**Run 1: gate-type map**

(3 px per um)
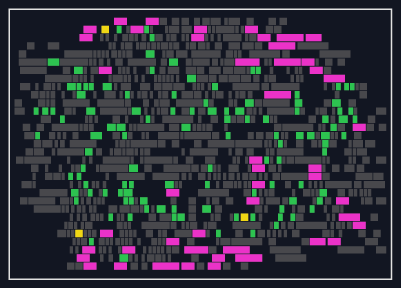
**Run 1: metal layers overlaid**

(3 px per um)
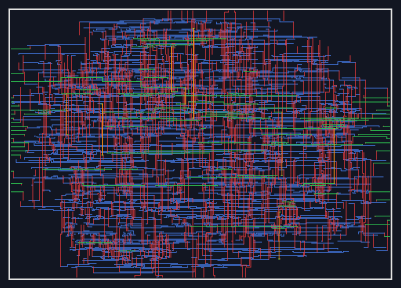
**Run 1: clock nets**

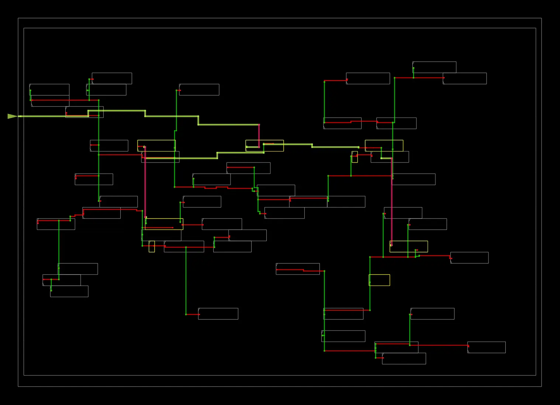
**Run 1: nets reached from selected ports**

(4 px per um)
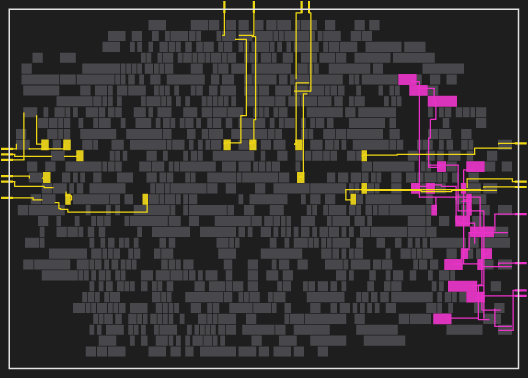
`config.mk`:
```
export PLATFORM = sky130hd
export DESIGN_NAME = control_suma_flat
export DESIGN_NICKNAME = d
export VERILOG_FILES = /design/src/rtl/control_suma_if.sv /design/src/rtl/control_suma.sv /design/src/flat_wrapper.sv
export SDC_FILE = /design/constraint.sdc
export NUM_CORES = 1
export LEC_CHECK = 0
export ABC_AREA = 1
export CORE_ASPECT_RATIO = 0.7
export CORE_UTILIZATION = 40
export DETAILED_ROUTE_END_ITERATION = 16
export PLACE_DENSITY = 0.65
export SLEW_MARGIN = 20
export SYNTH_ARGS = -nofsm -noshare
export SYNTH_HDL_FRONTEND = slang
export SYNTH_SLANG_ARGS = --single-unit
```
`constraint.sdc`:
```
create_clock -name clk -period 2.4 [get_ports clk]
set_input_delay 0.24 -clock clk [delete_from_list [all_inputs] [get_ports clk]]
set_output_delay 0.24 -clock clk [all_outputs]
set_load 0.1 [all_outputs]
```
`src/rtl/control_suma_if.sv`:
```
// rtl/control_suma_if.sv - key/adder/display bundle for the addition sequencer
//
// Signals:
//   key_valid    1  one-cycle key strobe
//   key_code     4  0-9 digit, A plus, B equal, C clear, D-F ignored
//   resultado_in 13 adder result
//   num1, num2   12 operands to the adder
//   suma_btn     1  one-cycle start pulse to the adder
//   display_val  13 value for the display path
//   estado       2  controller state
//   busy         1  high while the sum is settling
// Modports: master = keypad/adder side, slave = controller.
interface control_suma_if;
    logic        key_valid;
    logic [3:0]  key_code;
    logic [12:0] resultado_in;
    logic [11:0] num1;
    logic [11:0] num2;
    logic        suma_btn;
    logic [12:0] display_val;
    logic [1:0]  estado;
    logic        busy;

    modport master (
        output key_valid, key_code, resultado_in,
        input  num1, num2, suma_btn, display_val, estado, busy
    );

    modport slave (
        input  key_valid, key_code, resultado_in,
        output num1, num2, suma_btn, display_val, estado, busy
    );
endinterface

```
`src/rtl/control_suma.sv`:
```
// rtl/control_suma.sv - keypad-driven sequencer for the 12-bit decimal adder
//
// Ports:
//   clk  system clock, rising edge
//   rst  asynchronous active-high reset
//   bus  control_suma_if.slave: keys and adder result in; operands,
//        start pulse, display value, state and busy out (all registered)
module control_suma #(
    parameter int MAX_DIG  = 3,
    parameter int WAIT_CYC = 2
) (
    input  logic                 clk,
    input  logic                 rst,
    control_suma_if.slave        bus
);
    typedef enum logic [1:0] {
        ENTRA_A = 2'd0,
        ENTRA_B = 2'd1,
        CALC    = 2'd2,
        MUESTRA = 2'd3
    } state_t;

    localparam int CW = (MAX_DIG < 2) ? 1 : $clog2(MAX_DIG + 1);
    localparam int WW = (WAIT_CYC < 2) ? 1 : $clog2(WAIT_CYC + 1);

    state_t         r_state, w_state;
    logic [11:0]    r_num1, w_num1;
    logic [11:0]    r_num2, w_num2;
    logic [12:0]    r_disp, w_disp;
    logic           r_btn, w_btn;
    logic           r_busy, w_busy;
    logic [CW-1:0]  r_cnt, w_cnt;
    logic [WW-1:0]  r_wait, w_wait;

    logic           w_digit, w_plus, w_equal, w_clear, w_can_append;
    logic [15:0]    w_app1, w_app2;

    assign w_digit      = bus.key_valid && (bus.key_code <= 4'd9);
    assign w_plus       = bus.key_valid && (bus.key_code == 4'hA);
    assign w_equal      = bus.key_valid && (bus.key_code == 4'hB);
    assign w_clear      = bus.key_valid && (bus.key_code == 4'hC);
    assign w_can_append = (r_cnt < CW'(MAX_DIG));

    // operand*10 + digit, widened so the multiply cannot wrap before truncation
    assign w_app1 = {4'd0, r_num1} * 16'd10 + {12'd0, bus.key_code};
    assign w_app2 = {4'd0, r_num2} * 16'd10 + {12'd0, bus.key_code};

    always_ff @(posedge clk or posedge rst) begin
        if (rst) begin
            r_state <= ENTRA_A;
            r_num1  <= '0;
            r_num2  <= '0;
            r_disp  <= '0;
            r_btn   <= 1'b0;
            r_busy  <= 1'b0;
            r_cnt   <= '0;
            r_wait  <= '0;
        end else begin
            r_state <= w_state;
            r_num1  <= w_num1;
            r_num2  <= w_num2;
            r_disp  <= w_disp;
            r_btn   <= w_btn;
            r_busy  <= w_busy;
            r_cnt   <= w_cnt;
            r_wait  <= w_wait;
        end
    end

    always_comb begin
        w_state = r_state;
        w_num1  = r_num1;
        w_num2  = r_num2;
        w_disp  = r_disp;
        w_btn   = 1'b0;
        w_cnt   = r_cnt;
        w_wait  = r_wait;

        case (r_state)
            ENTRA_A: begin
                if (w_digit && w_can_append) begin
                    w_num1 = w_app1[11:0];
                    w_cnt  = r_cnt + CW'(1);
                end else if (w_plus && (r_cnt != '0)) begin
                    w_state = ENTRA_B;
                    w_cnt   = '0;
                    w_num2  = '0;
                end
            end
            ENTRA_B: begin
                if (w_digit && w_can_append) begin
                    w_num2 = w_app2[11:0];
                    w_cnt  = r_cnt + CW'(1);
                end else if (w_equal && (r_cnt != '0)) begin
                    w_state = CALC;
                    w_btn   = 1'b1;
                    w_wait  = '0;
                end
            end
            CALC: begin
                // r_wait counts CALC edges after the pulse; capture on the last
                if (r_wait == WW'(WAIT_CYC)) begin
                    w_disp  = bus.resultado_in;
                    w_state = MUESTRA;
                end else begin
                    w_wait = r_wait + WW'(1);
                end
            end
            MUESTRA: begin
                if (w_digit) begin
                    w_num1  = {8'd0, bus.key_code};
                    w_num2  = '0;
                    w_cnt   = CW'(1);
                    w_state = ENTRA_A;
                end else if (w_plus) begin
                    // previous result becomes operand A, saturated to 12 bits
                    w_num1  = r_disp[12] ? 12'hFFF : r_disp[11:0];
                    w_num2  = '0;
                    w_cnt   = '0;
                    w_state = ENTRA_B;
                end
            end
            default: w_state = ENTRA_A;
        endcase

        if (w_clear) begin
            w_state = ENTRA_A;
            w_num1  = '0;
            w_num2  = '0;
            w_disp  = '0;
            w_btn   = 1'b0;
            w_cnt   = '0;
            w_wait  = '0;
        end

        // entry states mirror the operand being typed
        if (w_state == ENTRA_A) begin
            w_disp = {1'b0, w_num1};
        end else if (w_state == ENTRA_B) begin
            w_disp = {1'b0, w_num2};
        end

        w_busy = (w_state == CALC);
    end

    assign bus.num1        = r_num1;
    assign bus.num2        = r_num2;
    assign bus.suma_btn    = r_btn;
    assign bus.display_val = r_disp;
    assign bus.estado      = r_state;
    assign bus.busy        = r_busy;
endmodule
```
`src/flat_wrapper.sv`:
```
// flat-port wrapper written by rule: the top's interface ports become plain ports
module control_suma_flat 
#(
    parameter int MAX_DIG  = 3,
    parameter int WAIT_CYC = 2
)
  (clk, rst, bus_key_valid, bus_key_code, bus_resultado_in, bus_num1, bus_num2, bus_suma_btn, bus_display_val, bus_estado, bus_busy);
  control_suma_if bus_i ();
  input  logic clk;
  input  logic rst;
  input wire logic [$bits(bus_i.key_valid)-1:0] bus_key_valid;
  input wire logic [$bits(bus_i.key_code)-1:0] bus_key_code;
  input wire logic [$bits(bus_i.resultado_in)-1:0] bus_resultado_in;
  output wire logic [$bits(bus_i.num1)-1:0] bus_num1;
  output wire logic [$bits(bus_i.num2)-1:0] bus_num2;
  output wire logic [$bits(bus_i.suma_btn)-1:0] bus_suma_btn;
  output wire logic [$bits(bus_i.display_val)-1:0] bus_display_val;
  output wire logic [$bits(bus_i.estado)-1:0] bus_estado;
  output wire logic [$bits(bus_i.busy)-1:0] bus_busy;
  assign bus_i.key_valid = bus_key_valid;
  assign bus_i.key_code = bus_key_code;
  assign bus_i.resultado_in = bus_resultado_in;
  assign bus_num1 = bus_i.num1;
  assign bus_num2 = bus_i.num2;
  assign bus_suma_btn = bus_i.suma_btn;
  assign bus_display_val = bus_i.display_val;
  assign bus_estado = bus_i.estado;
  assign bus_busy = bus_i.busy;
  control_suma #(.MAX_DIG(MAX_DIG), .WAIT_CYC(WAIT_CYC)) u_core (.clk(clk), .rst(rst), .bus(bus_i));
endmodule
```
==> results_tabular.tex, run 1 <==
% Yosys + OpenROAD metrics
\begin{tabular}{lr}
\hline
Metric & Value \\
\hline
\multicolumn{2}{l}{\textbf{Run status}} \\
\quad Run status & finished, violations left \\
\quad Violations in the final reports & negative setup slack \\
\multicolumn{2}{l}{\textbf{Routing}} \\
\quad Routed via count divided by cell count & 5.36 \\
\quad Met1 wire length & 7750 um \\
\quad Drt first pass iters & 5 \\
\quad Via count & 4,976 \\
\quad Total met2 wirelength after detailed routing & 6220 um \\
\quad ANT nets after route & 0 \\
\multicolumn{2}{l}{\textbf{Logic synthesis}} \\
\quad Post-synthesis sequential area ratio & 0.258 \\
\quad Ys async rst share & 1.00 \\
\quad Number of synthesis warnings & 0 \\
\quad Yosys top cell by instances & sky130\_fd\_sc\_hd\_\_nand2\_1 \\
\quad Ys cells & 658 \\
\quad Summed instance area of the synthesized netlist & 4370 um\^{}2 \\
\quad Post-synth tally of flip-flops with integrated enable & 0 \\
\quad Number of different library cells in the post-synthesis netlist & 41 \\
\multicolumn{2}{l}{\textbf{CTS}} \\
\quad Clock tree from TritonCTS & yes \\
\quad Number of clock sinks & 45 \\
\quad Number of buffers inserted during clock tree synthesis & 5 \\
\quad Buffer depth of the longest clock path & 2 \\
\multicolumn{2}{l}{\textbf{Final layout}} \\
\quad Flip-flop and latch area & 1180 um\^{}2 \\
\quad Leading cell types in the layout, fill and taps excluded & sky130\_fd\_sc\_hd\_\_nand2\_1, sky130\_fd\_sc\_hd\_\_buf\_4, sky130\_fd\_sc\_hd\_\_inv\_1 \\
\quad \# diodes & 0 \\
\multicolumn{2}{l}{\textbf{Worst setup path}} \\
\quad Cell depth of the worst setup path & 17 \\
\quad Worst Path Class, Setup & flip-flop to flip-flop \\
\quad Required time reported for the critical path endpoint & 2580 ps \\
\quad Cell repeated most along the worst path & sky130\_fd\_sc\_hd\_\_inv\_2 \\
\multicolumn{2}{l}{\textbf{Place}} \\
\quad Placement Cell Area & 5770 um\^{}2 \\
\multicolumn{2}{l}{\textbf{STA}} \\
\quad Finish-stage setup viols & 16 \\
\quad Endpoints failing hold & 0 \\
\quad Fin Setup TNS & -3250 ps \\
\quad Fraction of the cycle the final worst path needs & 1.13 \\
\quad Crit path setup slack, layout & -311 ps \\
\quad Min Tclk post-route & 2710 ps \\
\multicolumn{2}{l}{\textbf{Hold path}} \\
\quad Classification of the worst-slack hold path & input pin to asynchronous set/reset pin \\
\multicolumn{2}{l}{\textbf{Global route}} \\
\quad Remaining global-route overflow & 0 \\
\quad Antenna violations before repair & 0 \\
\quad Global Route met3 Usage & 0.0473 \\
\quad Vias in the first global route & 4,511 \\
\quad Met2 capacity usage during global routing & 0.402 \\
\multicolumn{2}{l}{\textbf{Die}} \\
\quad Die Y-Extent & 89.5 um \\
\quad FP Util & 0.417 \\
\hline
\end{tabular}
Back to the opening pictures, 'gate-type map':
- yellow: non-inverting ao/oa cells (cells 3; most used a21o_1)
- green: aoi and oai cells (cells 112; most used a21oi_1)
- magenta: fa/ha/maj cells (cells 47; most used ha_1; where widely spread)
multi-input combinational area share: 0.506
final cell count without fillers: 928

Back to the opening pictures, 'metal layers overlaid':
- blue: M1 (wire length 7,750 um)
- green: M3 (wire length 1,070 um)
- orange: M4 (wire length 136 um)
- red: M2 (wire length 6,220 um)

Back to the opening pictures, 'clock nets':
count of clock-net buffers in the final layout: 8
clk_skew: 5.73 ps
number of sequential cells in the layout: 45
clk ins delay skew pair: 290 ps

Back to the opening pictures, 'nets reached from selected ports':
- magenta: bus_key_code (bits 4; direction input; edge east; end cells 21; buffers 7; wire 329 um)
- yellow: bus_resultado_in (bits 13; direction input; edge 6 west, 4 north, 3 east; end cells 13; buffers 13; wire 412 um)
I/O Buffers: 60
I/O pin cnt: 61

[run 1: logic make-up after synthesis]
kind of cell / Yosys count / synth area share
AOI/OAI and AO/OA: 115 / 0.156
xor gates and xnor gates: 8 / 0.0160
adders and majority gates: 47 / 0.141
buffers and inverters: 119 / 0.106
DFF: 45 / 0.258
and+or+nand+nor: 324 / 0.323
[run 1: area by class of cell]
type,instances,share of cell area
Sequential cell,45,0.189
Timing Repair Buffer,151,0.196
Multi-Input combinational cell,494,0.506
Inverter,98,0.0589
Clock buffer,8,0.0234
Tap cell,132,0.0265
[run 1: flip-flops by register name (all words and copies together) (netlist names)]
register / count
u_core.bus.num1: 12
u_core.bus.num2: 12
u_core.bus.estado: 2
u_core.bus.display_val: 13
u_core.bus.busy: 1
u_core.bus.suma_btn: 1
u_core.r_cnt: 2
u_core.r_wait: 2
**Run 1: where the registers sit**

(2 px per um) Other sequential cells in the stronger grey, the rest of the logic in the fainter grey.
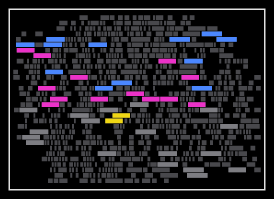

==> run 1 -> run 2 <==
- CTS_BUF_LIST: default -> sky130_fd_sc_hd__clkbuf_2
- RECOVER_POWER: default -> 50
**Run 2: where the registers sit**

(2 px per um) Other sequential cells in the stronger grey, the rest of the logic in the fainter grey.
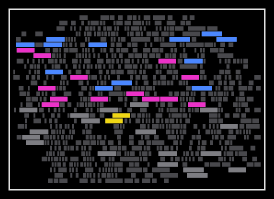
- yellow: u_core.r_wait (placed flops 2)
- magenta: u_core.bus.display_val (placed flops 13)
- blue: u_core.bus.num1 (placed flops 12)
utilization after layout: 0.578
flip-flop and latch area: 1180 um^2
sequential cell area share: 0.195

==> run 2 against run 1 <==
The flow still finishes with violations (negative setup slack). Final cell count is 0.22% lower. Fmax rose by 0.51%. Worst setup slack better by 14 ps. Area after synthesis unchanged. Sequential share of layout area up 0.59 points. Critical endpoint is now u_core.bus.display_val[11]$_DFFE_PP0P_.
==> results_tabular.tex, run 2 <==
% Yosys + OpenROAD metrics
\begin{tabular}{lr}
\hline
Metric & Value \\
\hline
\multicolumn{2}{l}{\textbf{Global route}} \\
\quad Met2 capacity usage during global routing & 0.394 \\
\quad Antenna violations before repair & 0 \\
\quad Vias in the first global route & 4,481 \\
\multicolumn{2}{l}{\textbf{Die}} \\
\quad Tap cell instance count & 132 \\
\quad Die Y-Extent & 89.5 um \\
\quad I/O pin cnt & 61 \\
\quad FP Util & 0.417 \\
\multicolumn{2}{l}{\textbf{Routing}} \\
\quad Via count & 4,906 \\
\quad Drt first pass iters & 4 \\
\quad Routed via count divided by cell count & 5.30 \\
\quad Met1 wire length & 7770 um \\
\multicolumn{2}{l}{\textbf{Worst setup path}} \\
\quad Cell repeated most along the worst path & sky130\_fd\_sc\_hd\_\_nand2\_1 \\
\quad Required time reported for the critical path endpoint & 2790 ps \\
\multicolumn{2}{l}{\textbf{Hold path}} \\
\quad Classification of the worst-slack hold path & input pin to asynchronous set/reset pin \\
\multicolumn{2}{l}{\textbf{Final layout}} \\
\quad Count of inverters other than clock inverters in the layout & 98 \\
\quad Clock network share of area & 0.00641 \\
\quad Multi-input combinational area share & 0.520 \\
\quad Final cell count without fillers & 926 \\
\quad Signal buffers share of area & 0.191 \\
\quad Count of clock-net buffers in the final layout & 7 \\
\quad Leading cell types in the layout, fill and taps excluded & sky130\_fd\_sc\_hd\_\_nand2\_1, sky130\_fd\_sc\_hd\_\_buf\_4, sky130\_fd\_sc\_hd\_\_inv\_1 \\
\quad Multi-input combinational gate total & 494 \\
\quad Max reg flops & 13 \\
\multicolumn{2}{l}{\textbf{STA}} \\
\quad Clk\_skew & 20.0 ps \\
\quad Finish-stage setup viols & 17 \\
\quad Fin Setup TNS & -2860 ps \\
\quad Fraction of the cycle the final worst path needs & 1.12 \\
\quad Crit path setup slack, layout & -297 ps \\
\quad Endpoints failing hold & 0 \\
\multicolumn{2}{l}{\textbf{Run status}} \\
\quad Run status & finished, violations left \\
\quad Violations in the final reports & negative setup slack \\
\multicolumn{2}{l}{\textbf{CTS}} \\
\quad Clk ins delay skew pair & 470 ps \\
\quad Buffer depth of the longest clock path & 2 \\
\quad Clock tree from TritonCTS & yes \\
\quad Number of clock sinks & 45 \\
\multicolumn{2}{l}{\textbf{Logic synthesis}} \\
\quad Number of different library cells in the post-synthesis netlist & 41 \\
\quad Number of synthesis warnings & 0 \\
\quad Summed instance area of the synthesized netlist & 4370 um\^{}2 \\
\multicolumn{2}{l}{\textbf{Place}} \\
\quad I/O Buffers & 60 \\
\hline
\end{tabular}
-- run 2: netlist changes by cell type in the layout (fill, tap and decap cells not counted), sizes merged --
cell,previous run,this run
dlygate4sd3,0,1
clkbuf,8,17
buf,132,120
clkinv,0,1
dlymetal6s2s,1,0
-- run 2: logic make-up after synthesis --
| logic type | count (synthesis) | share of synthesized area |
|---|---|---|
| flip-flops | 45 | 0.258 |
| adder cells (fa/ha/maj) | 47 | 0.141 |
| buffers and inverters | 119 | 0.106 |
| XOR/XNOR | 8 | 0.0160 |
| AND/OR/NAND/NOR | 324 | 0.323 |
| AND-OR/OR-AND | 115 | 0.156 |
-- run 2: timing repair --
item | CTS | global route
gates cloned | 0 | 0
pin swaps | 15 | 22
buffers inserted | 3 | 3
gates resized | 26 | 41
setup endpoints to repair | 17 | 24
